<file path="src/rtl/dma_cmd_decoder_pkg.sv">
// Shared encodings for the DMA command decoder.
// Op codes, beat field positions, response tag and timeout default.
package ldmx_dma_cmd_pkg;

    typedef enum logic [1:0] {
        ST_IDLE,
        ST_WRITE,
        ST_READ,
        ST_RESP
    } state_e;

    typedef enum logic [1:0] {
        OP_NOP   = 2'b00,
        OP_WRITE = 2'b01,
        OP_READ  = 2'b10,
        OP_RSVD  = 2'b11
    } op_e;

    localparam int OP_HI   = 63;
    localparam int OP_LO   = 62;
    localparam int ADDR_HI = 49;
    localparam int ADDR_LO = 32;
    localparam int DATA_HI = 31;
    localparam int DATA_LO = 0;

    localparam int ADDR_W = ADDR_HI - ADDR_LO + 1;
    localparam int DATA_W = DATA_HI - DATA_LO + 1;

    localparam logic [1:0] RSP_TAG  = 2'b10;
    localparam logic [7:0] KEEP_ALL = 8'hFF;

    localparam int TIMEOUT_CYC_DEF = 255;

endpackage

</file>
<file path="src/rtl/dma_cmd_decoder_if.sv">
// Command stream in and read-response stream out of the decoder.
// master = command source / response sink, slave = decoder.
interface dma_cmd_decoder_if;

    logic        dmaObMaster_tValid;
    logic [63:0] dmaObMaster_tData;
    logic [7:0]  dmaObMaster_tKeep;
    logic        dmaObMaster_tLast;
    logic [7:0]  dmaObMaster_tDest;
    logic        dmaObSlave_tReady;

    logic        rsp_tValid;
    logic [63:0] rsp_tData;
    logic        rsp_tLast;
    logic        rsp_tReady;

    modport master (
        output dmaObMaster_tValid,
        output dmaObMaster_tData,
        output dmaObMaster_tKeep,
        output dmaObMaster_tLast,
        output dmaObMaster_tDest,
        input  dmaObSlave_tReady,
        input  rsp_tValid,
        input  rsp_tData,
        input  rsp_tLast,
        output rsp_tReady
    );

    modport slave (
        input  dmaObMaster_tValid,
        input  dmaObMaster_tData,
        input  dmaObMaster_tKeep,
        input  dmaObMaster_tLast,
        input  dmaObMaster_tDest,
        output dmaObSlave_tReady,
        output rsp_tValid,
        output rsp_tData,
        output rsp_tLast,
        input  rsp_tReady
    );

endinterface

</file>
<file path="src/rtl/dma_cmd_decoder.sv">
// Decodes 64-bit DMA command beats into register-bus writes/reads
// with an ack timeout, returning read results as a one-beat response.
module dma_cmd_decoder
    import ldmx_dma_cmd_pkg::*;
#(
    parameter int TIMEOUT_CYC = TIMEOUT_CYC_DEF
) (
    input  logic                dmaClk,
    input  logic                dmaRst,
    dma_cmd_decoder_if.slave    dma,
    output logic                axi_wstr,
    output logic                axi_rstr,
    output logic [ADDR_W-1:0]   axi_waddr,
    output logic [ADDR_W-1:0]   axi_raddr,
    output logic [DATA_W-1:0]   axi_din,
    input  logic                axi_wack,
    input  logic                axi_rack,
    input  logic [DATA_W-1:0]   axi_dout,
    output logic [15:0]         cmd_count,
    output logic [15:0]         err_count
);

    localparam logic [7:0] TO_LAST = 8'(TIMEOUT_CYC - 1);

    state_e              state_q, state_d;
    logic [ADDR_W-1:0]   addr_q, addr_d;
    logic [DATA_W-1:0]   wdata_q, wdata_d;
    logic [DATA_W-1:0]   rdata_q, rdata_d;
    logic                to_q, to_d;
    logic [7:0]          cnt_q, cnt_d;
    logic [15:0]         cmd_q, cmd_d;
    logic [15:0]         err_q, err_d;
    logic                rdy_q;

    op_e  op;
    logic beat_ok;
    logic accept;
    logic unused_bits;

    assign op      = op_e'(dma.dmaObMaster_tData[OP_HI:OP_LO]);
    assign beat_ok = (dma.dmaObMaster_tKeep == KEEP_ALL)
                   && (dma.dmaObMaster_tDest == 8'd0);
    assign accept  = dma.dmaObMaster_tValid && dma.dmaObSlave_tReady;

    // tLast and the spare command bits carry no meaning here
    assign unused_bits = ^{dma.dmaObMaster_tLast,
                           dma.dmaObMaster_tData[OP_LO-1:ADDR_HI+1]};

    always_comb begin
        state_d = state_q;
        addr_d  = addr_q;
        wdata_d = wdata_q;
        rdata_d = rdata_q;
        to_d    = to_q;
        cnt_d   = cnt_q;
        cmd_d   = cmd_q;
        err_d   = err_q;
        unique case (state_q)
            ST_IDLE: begin
                if (accept) begin
                    addr_d = dma.dmaObMaster_tData[ADDR_HI:ADDR_LO];
                    cnt_d  = 8'd0;
                    if (!beat_ok) begin
                        err_d = err_q + 16'd1;
                    end else begin
                        case (op)
                            OP_WRITE: begin
                                state_d = ST_WRITE;
                                wdata_d = dma.dmaObMaster_tData[DATA_HI:DATA_LO];
                            end
                            OP_READ: begin
                                state_d = ST_READ;
                                to_d    = 1'b0;
                                rdata_d = '0;
                            end
                            OP_RSVD: err_d = err_q + 16'd1;
                            default: ;
                        endcase
                    end
                end
            end
            ST_WRITE: begin
                if (axi_wack) begin
                    state_d = ST_IDLE;
                    cmd_d   = cmd_q + 16'd1;
                end else if (cnt_q == TO_LAST) begin
                    state_d = ST_IDLE;
                    err_d   = err_q + 16'd1;
                end else begin
                    cnt_d = cnt_q + 8'd1;
                end
            end
            ST_READ: begin
                if (axi_rack) begin
                    state_d = ST_RESP;
                    rdata_d = axi_dout;
                end else if (cnt_q == TO_LAST) begin
                    state_d = ST_RESP;
                    to_d    = 1'b1;
                    rdata_d = '0;
                    err_d   = err_q + 16'd1;
                end else begin
                    cnt_d = cnt_q + 8'd1;
                end
            end
            ST_RESP: begin
                if (dma.rsp_tReady) begin
                    state_d = ST_IDLE;
                    cmd_d   = cmd_q + 16'd1;
                end
            end
            default: state_d = ST_IDLE;
        endcase
    end

    always_ff @(posedge dmaClk) begin
        if (dmaRst) begin
            state_q <= ST_IDLE;
            addr_q  <= '0;
            wdata_q <= '0;
            rdata_q <= '0;
            to_q    <= 1'b0;
            cnt_q   <= 8'd0;
            cmd_q   <= 16'd0;
            err_q   <= 16'd0;
            rdy_q   <= 1'b0;
        end else begin
            state_q <= state_d;
            addr_q  <= addr_d;
            wdata_q <= wdata_d;
            rdata_q <= rdata_d;
            to_q    <= to_d;
            cnt_q   <= cnt_d;
            cmd_q   <= cmd_d;
            err_q   <= err_d;
            rdy_q   <= 1'b1;
        end
    end

    assign dma.dmaObSlave_tReady = (state_q == ST_IDLE) && rdy_q;

    assign axi_wstr  = (state_q == ST_WRITE);
    assign axi_rstr  = (state_q == ST_READ);
    assign axi_waddr = axi_wstr ? addr_q : '0;
    assign axi_raddr = axi_rstr ? addr_q : '0;
    assign axi_din   = axi_wstr ? wdata_q : '0;

    assign dma.rsp_tValid = (state_q == ST_RESP);
    assign dma.rsp_tLast  = dma.rsp_tValid;
    assign dma.rsp_tData  = dma.rsp_tValid
                          ? {RSP_TAG, to_q, 11'b0, addr_q, rdata_q}
                          : 64'd0;

    assign cmd_count = cmd_q;
    assign err_count = err_q;

endmodule

</file>
<file path="src/flat_wrapper.sv">
// flat-port wrapper written by rule: the top's interface ports become plain ports
module dma_cmd_decoder_flat import ldmx_dma_cmd_pkg::*;
#(
    parameter int TIMEOUT_CYC = TIMEOUT_CYC_DEF
)
  (dmaClk, dmaRst, axi_wstr, axi_rstr, axi_waddr, axi_raddr, axi_din, axi_wack, axi_rack, axi_dout, cmd_count, err_count, dma_dmaObMaster_tValid, dma_dmaObMaster_tData, dma_dmaObMaster_tKeep, dma_dmaObMaster_tLast, dma_dmaObMaster_tDest, dma_dmaObSlave_tReady, dma_rsp_tValid, dma_rsp_tData, dma_rsp_tLast, dma_rsp_tReady);
  dma_cmd_decoder_if dma_i ();
  input  logic dmaClk;
  input  logic dmaRst;
  output logic axi_wstr;
  output logic axi_rstr;
  output logic [ADDR_W-1:0] axi_waddr;
  output logic [ADDR_W-1:0] axi_raddr;
  output logic [DATA_W-1:0] axi_din;
  input  logic axi_wack;
  input  logic axi_rack;
  input  logic [DATA_W-1:0] axi_dout;
  output logic [15:0] cmd_count;
  output logic [15:0] err_count;
  input wire logic [$bits(dma_i.dmaObMaster_tValid)-1:0] dma_dmaObMaster_tValid;
  input wire logic [$bits(dma_i.dmaObMaster_tData)-1:0] dma_dmaObMaster_tData;
  input wire logic [$bits(dma_i.dmaObMaster_tKeep)-1:0] dma_dmaObMaster_tKeep;
  input wire logic [$bits(dma_i.dmaObMaster_tLast)-1:0] dma_dmaObMaster_tLast;
  input wire logic [$bits(dma_i.dmaObMaster_tDest)-1:0] dma_dmaObMaster_tDest;
  output wire logic [$bits(dma_i.dmaObSlave_tReady)-1:0] dma_dmaObSlave_tReady;
  output wire logic [$bits(dma_i.rsp_tValid)-1:0] dma_rsp_tValid;
  output wire logic [$bits(dma_i.rsp_tData)-1:0] dma_rsp_tData;
  output wire logic [$bits(dma_i.rsp_tLast)-1:0] dma_rsp_tLast;
  input wire logic [$bits(dma_i.rsp_tReady)-1:0] dma_rsp_tReady;
  assign dma_i.dmaObMaster_tValid = dma_dmaObMaster_tValid;
  assign dma_i.dmaObMaster_tData = dma_dmaObMaster_tData;
  assign dma_i.dmaObMaster_tKeep = dma_dmaObMaster_tKeep;
  assign dma_i.dmaObMaster_tLast = dma_dmaObMaster_tLast;
  assign dma_i.dmaObMaster_tDest = dma_dmaObMaster_tDest;
  assign dma_dmaObSlave_tReady = dma_i.dmaObSlave_tReady;
  assign dma_rsp_tValid = dma_i.rsp_tValid;
  assign dma_rsp_tData = dma_i.rsp_tData;
  assign dma_rsp_tLast = dma_i.rsp_tLast;
  assign dma_i.rsp_tReady = dma_rsp_tReady;
  dma_cmd_decoder #(.TIMEOUT_CYC(TIMEOUT_CYC)) u_core (.dmaClk(dmaClk), .dmaRst(dmaRst), .dma(dma_i), .axi_wstr(axi_wstr), .axi_rstr(axi_rstr), .axi_waddr(axi_waddr), .axi_raddr(axi_raddr), .axi_din(axi_din), .axi_wack(axi_wack), .axi_rack(axi_rack), .axi_dout(axi_dout), .cmd_count(cmd_count), .err_count(err_count));
endmodule
</file>
<file path="config.mk">
export PLATFORM = sky130hd
export DESIGN_NAME = dma_cmd_decoder_flat
export DESIGN_NICKNAME = d
export VERILOG_FILES = /design/src/rtl/dma_cmd_decoder_pkg.sv /design/src/rtl/dma_cmd_decoder_if.sv /design/src/rtl/dma_cmd_decoder.sv /design/src/flat_wrapper.sv
export SDC_FILE = /design/constraint.sdc
export NUM_CORES = 1
export LEC_CHECK = 0
export ABC_AREA = 1
export ABC_CLOCK_PERIOD_IN_PS = 1700
export CORE_MARGIN = 2
export CORE_UTILIZATION = 40
export CTS_CLUSTER_DIAMETER = 80
export DETAILED_ROUTE_END_ITERATION = 8
export GPL_TIMING_DRIVEN = 0
export PLACE_DENSITY = 0.78
export SLEW_MARGIN = 10
export SYNTH_ARGS = -nofsm -noshare
export SYNTH_HDL_FRONTEND = slang
export SYNTH_SLANG_ARGS = --single-unit
</file>
<file path="constraint.sdc">
create_clock -name dmaClk -period 1.7 [get_ports dmaClk]
set_input_delay 0.17 -clock dmaClk [delete_from_list [all_inputs] [get_ports dmaClk]]
set_output_delay 0.17 -clock dmaClk [all_outputs]
set_load 0.005 [all_outputs]
</file>
==> run_1/congestion.png <==
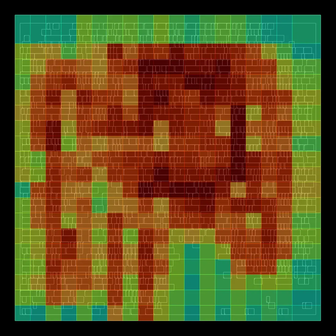
WL per Instance: 19.6 um
gr usage total: 0.291
GR peak layer: met2
met1 usage: 0.328
fin util: 0.795

==> run_1/io_fan.png <==
Bar = 50 um.
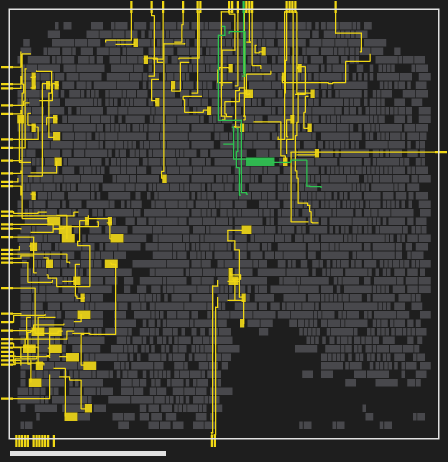
Key: `dma_rsp_tValid` = green [direction output, edge top, end cells 1, buffers 4, wire 183 um]; `dma_dmaObMaster_tData` = yellow [direction input, edge 32 left, 17 top, 14 bottom, 1 right, end cells 56, buffers 52, wire 1,890 um]

==> run_1/flops_by_reg.png <==
Bar = 50 um. Other sequential cells in the stronger gray, the rest of the logic in the fainter gray.
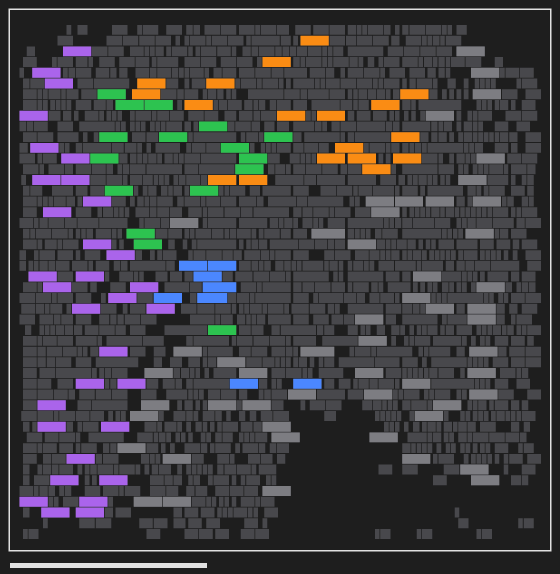
Key: `u_core.cmd_count` = green [sequential cells 16]; `u_core.cnt_q` = blue [sequential cells 8]; `u_core.addr_q` = orange [sequential cells 18]; `u_core.wdata_q` = purple [sequential cells 32, where a vertical strip on the left]
Another 52 sequential cells are not colored.

==> run_1/detail.png <==
Bar = 10 um. Region (22, 22) to (47, 47) um. Cells in gray, sequential cells in the stronger gray; small squares are vias.
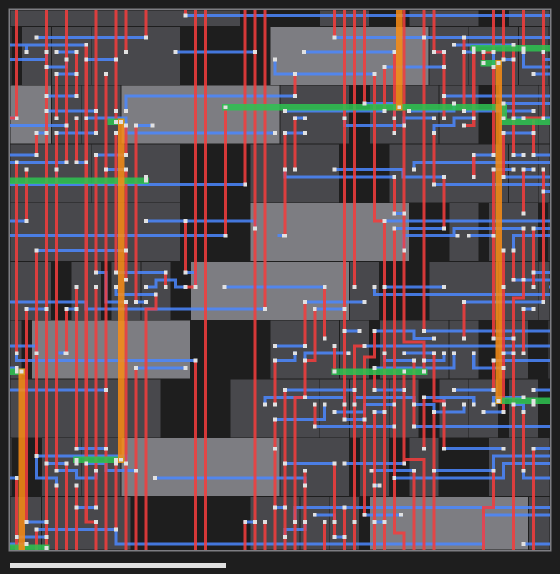
Key: metal 2 = red; metal 4 = orange; metal 1 = blue; metal 3 = green
Sequential cells in the window: 7. Netlist names of flops here include `u_core.err_count` (5), `u_core.wdata_q` (2). 58 logic cells have their middle in the window. Most frequent: nand2_1 (10), nor2_1 (7), dfxtp_1 (7).

-- run 1: state kept, by name (all words and copies together) (netlist names) --
register and flops:
u_core.cmd_count 16, u_core.rdata_q 32, u_core.err_count 16, u_core.rdy_q 1, u_core.to_q 1, u_core.cnt_q 8, u_core.addr_q 18, u_core.state_q 2
u_core.wdata_q 32
-- run 1: critical path, stage by stage, from the launching register on --
cell	delay, ns
dfxtp_4	0.41
inv_4	0.06
ha_4	0.18
buf_16	0.14
buf_8	0.12
nand2_4	0.08
inv_4	0.04
nor2_4	0.13
nand3_4	0.14
buf_12	0.16
buf_6	0.11
nor2_4	0.17
nand2_1	0.13
a21oi_1	0.28
==> results.ini, run 1 <==
[run_status]
outcome = finished with violations
violations = setup timing

[final_timing]
tightestPinTransition_ns = 0.748
timing.hold.ws_ns = 0.305
drv_slew = 0
worst_clock_skew_ns = 0.0163
rsz0062_at_grt = true
setup_viol = 234
setup_slack_ns = -0.577
post-route-min-period_ns = 2.28
hold_viol = 0
max_freq_mhz = 439

[global_route]
grt_pass1_vias = 8536
grt_pass1_wl_mm = 42.5
antenna_found_initial = 0
grt-ovfl-total = 0
gr-usage-met3 = 0.0811

[cells_and_area]
logic_gates = 757
inverters = 235
seq_cell_count = 126
design_area_um2 = 13800
drive_gt1_frac = 0.439
comb-cell-share = 0.347

[pwr]
internal_power_w = 0.00596
pwr-share-seq = 0.383
switching_share = 0.247
power_w = 0.00791

[clock_network]
path_clk_slew_ns = 0.07
cts_tree = done
cts_buffers = 17
cts_resized = 814

[synth]
synth-edff-count = 0
area_leaders = dfxtp_1 36%, nand2_1 19%, inv_1 12%, nor2_1 9.0%, a21oi_1 3.6%
netlist_instances = 1171
top_area_frac = 0.357
aoi_share = 0.0750
top_cells_by_count = 358 x nand2_1, 227 x inv_1, 170 x nor2_1
netlist_area_um2 = 7070
synth_flops = 126
ys_area_um2 = 7070
ys_sh_simple = 0.357

[min_path]
whs_path_depth = 3
hp-class = input port to flop

[detailed_routing]
drtIter0Drc = 893
wl_met1_mm = 11.8
wl_mm = 35.6
drc = 0

[setup_path]
cp-end-kind = flop
crit_end = u_core.cnt_q[7]
cp-start-kind = flop
crit_path_max_fanout = 5
rrSetupSlack_ns = -0.58

[die]
die_width_um = 137
die-area_um2 = 18800
initCoreUtil = 0.409
num_rows = 48
num_io_pins = 288

[placed_design]
post-dp-hpwl_mm = 17.4
dp.cells = 1669
place_area_um2 = 10100

==> run_1/logic_types.png <==
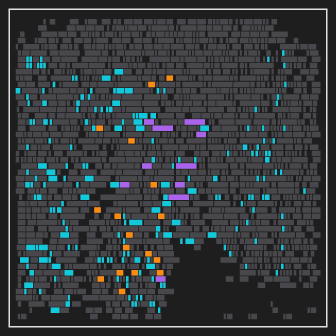

==> inputs of run 2 (changes only) <==
- CTS_BUF_LIST: not set -> sky130_fd_sc_hd__clkbuf_4
==> run_2/logic_types.png <==
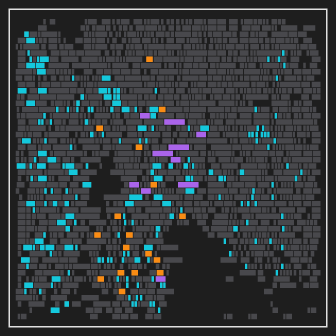
Key: XOR/XNOR gates = orange [cells 17, most used xor2_1]; adder and majority cells = purple [cells 10, most used ha_1, where center]; NOR gates = cyan [cells 189, most used nor2_1]

==> results.ini, run 2 <==
[run_status]
outcome = finished with violations
violations = setup timing

[global_route]
track_usage = 0.290  ; -0.000715
grt_pass1_wl_mm = 42.6  ; +0.23%
antenna_found_initial = 1  ; +1
grt_pass1_vias = 8753  ; +2.5%
grt-ovfl-total = 0  ; unchanged
gr-usage-met3 = 0.0856  ; +0.00444

[final_timing]
hold_viol = 0  ; unchanged
post-route-min-period_ns = 2.23  ; -0.0503 ns
setup_viol = 231  ; -1.3%
max_freq_mhz = 449  ; +2.3%
timing.hold.ws_ns = 0.147  ; -0.158 ns
worst_clock_skew_ns = 0.0175  ; +0.00118 ns
rsz0062_at_grt = true
setup_slack_ns = -0.526  ; +0.0503 ns
drv_slew = 0  ; unchanged
tightestPinTransition_ns = 0.776  ; +0.0278 ns

[setup_path]
path_buffers = 7  ; +1
critical-path-top-delay-family = buffers and inverters
slowest_delay_ns = 0.40  ; about the same
crit_path_max_fanout = 4  ; -1
path_cells = ha_4 -> buf_16 -> buf_8 -> clkbuf_16 -> buf_8 -> buf_6 -> nand2_2 -> inv_2 -> buf_6
cp-start-kind = flop
cp-end-kind = primary output
slowest_stage = dfxtp_4

[cells_and_area]
top_regs = u_core.rdata_q x32, u_core.wdata_q x32, u_core.addr_q x18
comb-cell-share = 0.342  ; -0.00551
logic_gates = 757  ; unchanged
inverters = 235  ; unchanged
final_core_util = 0.775  ; -0.0208
seq_cell_count = 126  ; unchanged
design_area_um2 = 13400  ; -2.6%

[detailed_routing]
routedWlPerCell_um = 18.2  ; -7.3%
drc = 0  ; unchanged
wl_mm = 33.4  ; -6.2%
wl_met1_mm = 11.2  ; -5.3%
drtIter0Drc = 657  ; -26%

[placed_design]
post-dp-hpwl_mm = 17.4  ; unchanged
place_area_um2 = 10100  ; unchanged
dp.cells = 1669  ; unchanged

[die]
num_io_pins = 288  ; unchanged
num_rows = 48  ; unchanged
initCoreUtil = 0.409  ; unchanged
die_width_um = 137  ; unchanged

[synth]
aoi_share = 0.0750  ; unchanged
top_cells_by_count = 358 x nand2_1, 227 x inv_1, 170 x nor2_1
top_area_frac = 0.357  ; unchanged
netlist_instances = 1171  ; unchanged
netlist_area_um2 = 7070  ; unchanged
ys_area_um2 = 7070  ; unchanged
synth_flops = 126  ; unchanged

[clock_network]
cts_buffers = 17  ; unchanged
path_clk_slew_ns = 0.13  ; +0.06 ns
cts_tree = done

[pwr]
pwr-share-seq = 0.474  ; +0.091
switching_share = 0.266  ; +0.0182
power_w = 0.00635  ; -20%
internal_power_w = 0.00467  ; -22%

[min_path]
hp-class = input port to flop

## run 2: cell count changes in the layout (fill, tap and decap cells not counted), sizes merged
cell | before | now
buf | 263 | 270
clkbuf | 54 | 68
clkdlybuf4s15 | 0 | 1
clkdlybuf4s50 | 137 | 129
diode | 0 | 1
dlygate4sd2 | 3 | 1
dlymetal6s2s | 0 | 9
## run 2: what timing repair did
item	CTS	global route
setup endpoints to repair	252	271
buffers inserted	92	32
endpoints found under the hold margin	0	0
resized	759	488
cloned	19	3
pin swaps	39	80
## run 2: worst paths after layout
kind / end / slack (ns) / cells past startpoint
worst min-delay path: u_core.addr_q[4] / 0.15 / 3
worst max register to register: u_core.err_count[0] / -0.42 / 15
worst max-delay path: dma_rsp_tData[32] / -0.53 / 9
worst min register to register: u_core.cnt_q[0] / 0.48 / 1
Power and IR drop assume default switching activity.
